<file path="src/rtl/panel_sequencer_if.sv">
// CPU-side bus of the panel sequencer: micro-cycle enable, clear, and the
// instruction-boundary handshake (inst_done with the next-instruction PC).
interface panel_sequencer_if #(
    parameter int ADDR_W = 12
);
    logic              cpu_en;
    logic              cpu_clear;
    logic              inst_done;
    logic [ADDR_W-1:0] cpu_pc;

    modport master (
        output cpu_en,
        output cpu_clear,
        input  inst_done,
        input  cpu_pc
    );

    modport slave (
        input  cpu_en,
        input  cpu_clear,
        output inst_done,
        output cpu_pc
    );
endinterface

</file>
<file path="src/rtl/panel_sequencer.sv">
// Front-panel run/halt/step sequencer: switch sync + debounce, CPU enable gating
// and stretched clear. Optional PC breakpoint under macro PANEL_BREAKPOINT_EN.
//
// state      | meaning
// -----------+---------------------------------------------------------------
// S_HALTED   | CPU frozen (cpu_en=0), waiting for RUN / STEPI / STEPM
// S_RUNNING  | free run; halts at an instruction boundary on HALT / breakpoint
// S_ISTEP    | runs step_cnt instructions, then halts
// S_MSTEP    | single micro-cycle enable, then halts
// S_CLEARING | cpu_clear held high for CLEAR_LEN cycles
module panel_sequencer #(
    parameter int ADDR_W     = 12,
    parameter int DEBOUNCE   = 4,
    parameter int CLEAR_LEN  = 8,
    parameter int STEP_CNT_W = 8
) (
    input  logic                  SYSCLK,
    input  logic                  RESET_N,
    input  logic                  sw_CLEAR,
    input  logic                  sw_RUN,
    input  logic                  sw_HALT,
    input  logic                  sw_STEPM,
    input  logic                  sw_STEPI,
    input  logic [STEP_CNT_W-1:0] step_count,
    input  logic                  bp_valid,
    input  logic [ADDR_W-1:0]     bp_addr,
    panel_sequencer_if.master     cpu,
    output logic                  running,
    output logic [1:0]            halt_cause
);

    localparam int DB_W  = $clog2(DEBOUNCE + 1);
    localparam int CLR_W = $clog2(CLEAR_LEN + 1);

    typedef enum logic [2:0] {
        S_HALTED,
        S_RUNNING,
        S_ISTEP,
        S_MSTEP,
        S_CLEARING
    } state_t;

    state_t                state;
    logic [4:0]            raw;
    logic [4:0]            sync1;
    logic [4:0]            sync2;
    logic [4:0]            deb;
    logic [4:0]            ev;
    logic [DB_W-1:0]       db_cnt [5];
    logic                  ev_clear, ev_halt, ev_run, ev_stepi, ev_stepm;
    logic                  cpu_en_q;
    logic                  cpu_clear_q;
    logic                  halt_pending;
    logic [STEP_CNT_W-1:0] step_cnt;
    logic [CLR_W-1:0]      clr_cnt;
    logic                  boundary;
    logic                  bp_hit;

    // bit index doubles as priority rank: 0 = CLEAR (highest) .. 4 = STEPM
    assign raw = {sw_STEPM, sw_STEPI, sw_RUN, sw_HALT, sw_CLEAR};

    always_ff @(posedge SYSCLK) begin
        if (!RESET_N) begin
            sync1 <= '0;
            sync2 <= '0;
            deb   <= '0;
            ev    <= '0;
            for (int i = 0; i < 5; i++) db_cnt[i] <= '0;
        end else begin
            sync1 <= raw;
            sync2 <= sync1;
            for (int i = 0; i < 5; i++) begin
                if (sync2[i] != deb[i]) begin
                    if (db_cnt[i] == DB_W'(DEBOUNCE - 1)) begin
                        deb[i]    <= sync2[i];
                        db_cnt[i] <= '0;
                        ev[i]     <= sync2[i];
                    end else begin
                        db_cnt[i] <= db_cnt[i] + DB_W'(1);
                        ev[i]     <= 1'b0;
                    end
                end else begin
                    db_cnt[i] <= '0;
                    ev[i]     <= 1'b0;
                end
            end
        end
    end

    assign ev_clear = ev[0];
    assign ev_halt  = ev[1] & ~ev[0];
    assign ev_run   = ev[2] & ~(|ev[1:0]);
    assign ev_stepi = ev[3] & ~(|ev[2:0]);
    assign ev_stepm = ev[4] & ~(|ev[3:0]);

    assign boundary = cpu_en_q & cpu.inst_done;

`ifdef PANEL_BREAKPOINT_EN
    // set when resuming from a breakpoint so the first instruction is not re-checked
    logic bp_skip;
    assign bp_hit = bp_valid && (cpu.cpu_pc == bp_addr) && !bp_skip;
`else
    wire unused_bp = ^{bp_valid, bp_addr, cpu.cpu_pc};
    assign bp_hit = 1'b0;
`endif

    always_ff @(posedge SYSCLK) begin
        if (!RESET_N) begin
            state        <= S_HALTED;
            cpu_en_q     <= 1'b0;
            cpu_clear_q  <= 1'b0;
            halt_cause   <= 2'd0;
            halt_pending <= 1'b0;
            step_cnt     <= '0;
            clr_cnt      <= '0;
`ifdef PANEL_BREAKPOINT_EN
            bp_skip      <= 1'b0;
`endif
        end else if (ev_clear) begin
            state        <= S_CLEARING;
            cpu_en_q     <= 1'b0;
            cpu_clear_q  <= 1'b1;
            clr_cnt      <= CLR_W'(CLEAR_LEN - 1);
            halt_pending <= 1'b0;
        end else begin
            case (state)
                S_HALTED: begin
                    if (ev_run) begin
                        state    <= S_RUNNING;
                        cpu_en_q <= 1'b1;
                    end else if (ev_stepi) begin
                        state    <= S_ISTEP;
                        cpu_en_q <= 1'b1;
                        step_cnt <= (step_count == '0) ? STEP_CNT_W'(1) : step_count;
                    end else if (ev_stepm) begin
                        state    <= S_MSTEP;
                        cpu_en_q <= 1'b1;
                    end
`ifdef PANEL_BREAKPOINT_EN
                    if (ev_run || ev_stepi || ev_stepm) bp_skip <= (halt_cause == 2'd3);
`endif
                end
                S_MSTEP: begin
                    state      <= S_HALTED;
                    cpu_en_q   <= 1'b0;
                    halt_cause <= 2'd2;
                end
                S_RUNNING, S_ISTEP: begin
                    if (ev_halt) halt_pending <= 1'b1;
                    if (boundary) begin
`ifdef PANEL_BREAKPOINT_EN
                        bp_skip <= 1'b0;
`endif
                        if (state == S_ISTEP) step_cnt <= step_cnt - STEP_CNT_W'(1);
                        if (bp_hit || halt_pending ||
                            (state == S_ISTEP && step_cnt == STEP_CNT_W'(1))) begin
                            state        <= S_HALTED;
                            cpu_en_q     <= 1'b0;
                            halt_pending <= 1'b0;
                            halt_cause   <= bp_hit ? 2'd3 : (halt_pending ? 2'd1 : 2'd2);
                        end
                    end
                end
                S_CLEARING: begin
                    if (clr_cnt == '0) begin
                        state        <= S_HALTED;
                        cpu_clear_q  <= 1'b0;
                        halt_cause   <= 2'd0;
                        halt_pending <= 1'b0;
                        step_cnt     <= '0;
                    end else begin
                        clr_cnt <= clr_cnt - CLR_W'(1);
                    end
                end
                default: begin
                    state       <= S_HALTED;
                    cpu_en_q    <= 1'b0;
                    cpu_clear_q <= 1'b0;
                end
            endcase
        end
    end

    assign cpu.cpu_en    = cpu_en_q;
    assign cpu.cpu_clear = cpu_clear_q;
    assign running       = (state == S_RUNNING) || (state == S_ISTEP);

endmodule
</file>
<file path="src/flat_wrapper.sv">
// flat-port wrapper written by rule: the top's interface ports become plain ports
module panel_sequencer_flat 
#(
    parameter int ADDR_W     = 12,
    parameter int DEBOUNCE   = 4,
    parameter int CLEAR_LEN  = 8,
    parameter int STEP_CNT_W = 8
)
  (SYSCLK, RESET_N, sw_CLEAR, sw_RUN, sw_HALT, sw_STEPM, sw_STEPI, step_count, bp_valid, bp_addr, running, halt_cause, cpu_cpu_en, cpu_cpu_clear, cpu_inst_done, cpu_cpu_pc);
  panel_sequencer_if #(.ADDR_W(ADDR_W)) cpu_i ();
  input  logic SYSCLK;
  input  logic RESET_N;
  input  logic sw_CLEAR;
  input  logic sw_RUN;
  input  logic sw_HALT;
  input  logic sw_STEPM;
  input  logic sw_STEPI;
  input  logic [STEP_CNT_W-1:0] step_count;
  input  logic bp_valid;
  input  logic [ADDR_W-1:0] bp_addr;
  output logic running;
  output logic [1:0] halt_cause;
  output wire logic [$bits(cpu_i.cpu_en)-1:0] cpu_cpu_en;
  output wire logic [$bits(cpu_i.cpu_clear)-1:0] cpu_cpu_clear;
  input wire logic [$bits(cpu_i.inst_done)-1:0] cpu_inst_done;
  input wire logic [$bits(cpu_i.cpu_pc)-1:0] cpu_cpu_pc;
  assign cpu_cpu_en = cpu_i.cpu_en;
  assign cpu_cpu_clear = cpu_i.cpu_clear;
  assign cpu_i.inst_done = cpu_inst_done;
  assign cpu_i.cpu_pc = cpu_cpu_pc;
  panel_sequencer #(.ADDR_W(ADDR_W), .DEBOUNCE(DEBOUNCE), .CLEAR_LEN(CLEAR_LEN), .STEP_CNT_W(STEP_CNT_W)) u_core (.SYSCLK(SYSCLK), .RESET_N(RESET_N), .sw_CLEAR(sw_CLEAR), .sw_RUN(sw_RUN), .sw_HALT(sw_HALT), .sw_STEPM(sw_STEPM), .sw_STEPI(sw_STEPI), .step_count(step_count), .bp_valid(bp_valid), .bp_addr(bp_addr), .cpu(cpu_i), .running(running), .halt_cause(halt_cause));
endmodule
</file>
<file path="config.mk">
export PLATFORM = sky130hd
export DESIGN_NAME = panel_sequencer_flat
export DESIGN_NICKNAME = d
export VERILOG_FILES = /design/src/rtl/panel_sequencer_if.sv /design/src/rtl/panel_sequencer.sv /design/src/flat_wrapper.sv
export SDC_FILE = /design/constraint.sdc
export NUM_CORES = 1
export LEC_CHECK = 0
export CELL_PAD_IN_SITES_DETAIL_PLACEMENT = 2
export CELL_PAD_IN_SITES_GLOBAL_PLACEMENT = 2
export CORE_ASPECT_RATIO = 0.7
export CORE_MARGIN = 2
export CORE_UTILIZATION = 36
export CTS_CLUSTER_DIAMETER = 40
export DETAILED_ROUTE_END_ITERATION = 16
export PLACE_DENSITY = 0.91
export SYNTH_ARGS = -nofsm -noshare
export SYNTH_HDL_FRONTEND = slang
export SYNTH_SLANG_ARGS = --single-unit
</file>
<file path="constraint.sdc">
create_clock -name SYSCLK -period 3.3 [get_ports SYSCLK]
set_input_delay 0.33 -clock SYSCLK [delete_from_list [all_inputs] [get_ports SYSCLK]]
set_output_delay 0.33 -clock SYSCLK [all_outputs]
set_load 0.01 [all_outputs]
</file>
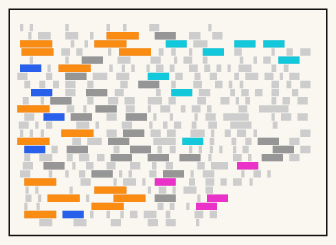
(run_1/flops_by_reg.png)
Other sequential cells in the stronger gray, the rest of the logic in the fainter gray.
Cyan stands for u_core.step_cnt, placed flops 8. Orange stands for u_core.db_cnt, placed flops 15. Magenta stands for u_core.clr_cnt, placed flops 4. Blue stands for u_core.sync1, placed flops 5.
Another 23 sequential cells are not colored.
Flop area: 0.001251 mm2
Seq/total area: 41.44%
total sequential power: 0.719 mW
utilization after layout: 43.87%

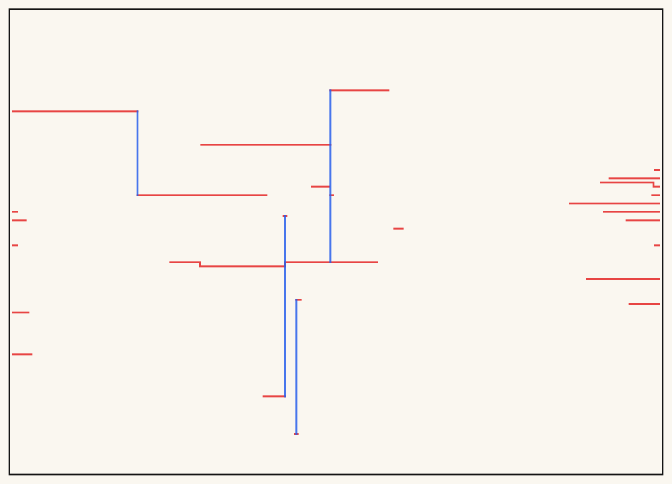
(run_1/wires.png)
Two of the layers only.
Red stands for metal 3, wire length 190 um. Blue stands for metal 4, wire length 92.5 um.
drt total wl: 6205 um
gr usage total: 17.19%
routed vias: 1928

==> results.ini, run 1 <==
[critical_path]
crit_cells = 4
worstPathRequired_ns = 2.97
cp_max_fo = 11
r2r-start = u_core.state[0]
crit_path_end = running

[logic_synthesis]
area_leaders = dfxtp_1, edfxtp_1, ha_1
synth_xor_xnor_area_share_pct = 5.079
synth_chip_area_mm2 = 0.002611
flop_cell = dfxtp_1
ys_seq_elements = 55
ys_types = 51

[cells_and_area]
comb_area_share_pct = 42.60
regMostFlops = u_core.db_cnt
fillers = 756
num-nonclk-buffers = 21
nClkBuffers = 6

[final_timing]
finalSetupViolations = 0
period_needed_ns = 2.664
report.final.slew_viol_count = 0
max_freq_ghz = 0.3753

[clock_tree]
post_cts_buffers = 0
ctsRootBufferMaster = clkbuf_8
clk_path_buf_depth = 2
clkTransAtPathRegs_ns = 0.10
clock-sinks = 55
htree_levels = 2
insertion_delay_ns = 0.32

[power_and_ir_drop]
pwr-share-seq_pct = 60.8
switching_share_pct = 23.78
comb_power_share_pct = 6.7
internal_power_mw = 0.9002
pg_clk_mw = 0.383

[drt]
routedWlPerCell_um = 16.29
ant_nets = 0

[grt]
grt_util_met2_pct = 31.68
grt_max_degree = 39
gr-max-usage-layer = met2

[outcome]
status = finished, final reports clean

[placed_design]
dpl_cell_area_mm2 = 0.002930
placed_cells = 373
place_congestion = 0.7880

[run]
warnings = 52

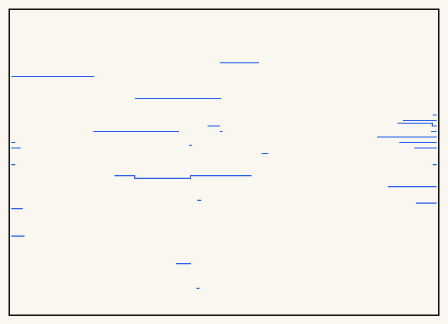
(run_1/layer_met3.png)
21 nets have wire on it. The layer carries 190 um of wire. The layer holds 3.1% of the routed length.
grt met3 use: 4.329%

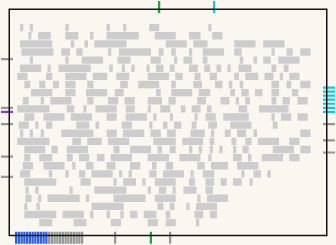
(run_1/io_placement.png)
Pins as bars across the die edge, other pins in gray.
Cyan stands for step_count, pins 8, direction input, edge 7 east, 1 north. Green stands for halt_cause, pins 2, direction output, edge 1 north, 1 south. Purple stands for sw_CLEAR, pins 1, direction input, edge west. Blue stands for bp_addr, pins 12, direction input, edge south.
All pins by edge: 28 south, 10 east, 6 west, 2 north.
die width: 105.8 um
port bufs: 20
Die H: 75.26 um

==> run_1/congestion.png <==
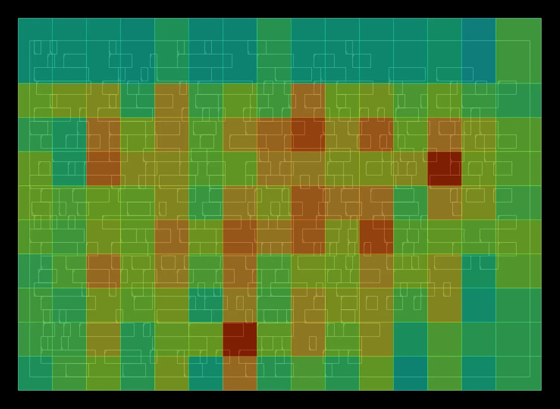

==> run 2: changes to the inputs <==
Settings changed: CORE_UTILIZATION 36 to 33, PLACE_DENSITY 0.91 to 0.85.
Clock period 3.3 ns to 2.7 ns, I/O delays scaled along.
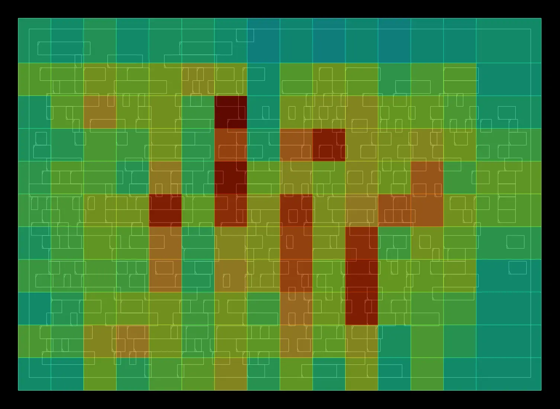
(run_2/congestion.png)
grt met2 use: 29.69%
utilization after layout: 40.31%

==> results.ini, run 2 <==
[power_and_ir_drop]
pwr-share-seq_pct = 51.2
pg_clk_mw = 0.739
switching_share_pct = 20.81
internal_power_mw = 1.359
seq-power_mw = 0.878

[drt]
drt-total-wl_um = 6478
routedWlPerCell_um = 16.57
ant_nets = 0

[logic_synthesis]
synth_xor_xnor_area_share_pct = 5.079
area_leaders = dfxtp_1, edfxtp_1, ha_1
aoi_share_pct = 13.42
ys_seq_elements = 55
synth_chip_area_mm2 = 0.002611

[grt]
grt_max_degree = 19
grtUsageTotal_pct = 16.73
gr-max-usage-layer = met2
grt_use_met3_pct = 3.322

[clock_tree]
clock-sinks = 55
ctsRootBufferMaster = clkbuf_16
htree_levels = 2
clk_path_buf_depth = 2
insertion_delay_ns = 0.29
clkTransAtPathRegs_ns = 0.07

[cells_and_area]
regMostFlops = u_core.db_cnt
sh_seq_area_pct = 39.95
num-nonclk-buffers = 24
nClkBuffers = 6
comb_area_share_pct = 41.07
fillers = 849
seqCellArea_mm2 = 0.001251

[critical_path]
worstPathRequired_ns = 2.43
crit_cells = 4
crit_path_end = running
cp_max_fo = 9
r2r-start = u_core.clr_cnt[0]

[placed_design]
placed_cells = 383
dpl_cell_area_mm2 = 0.002962
place_congestion = 0.8000

[floorplanning]
die_h_um = 78.43

[outcome]
status = finished, final reports clean

[final_timing]
finalSetupViolations = 0
period_needed_ns = 2.368

[run]
warnings = 52

Power and IR drop assume default switching activity.
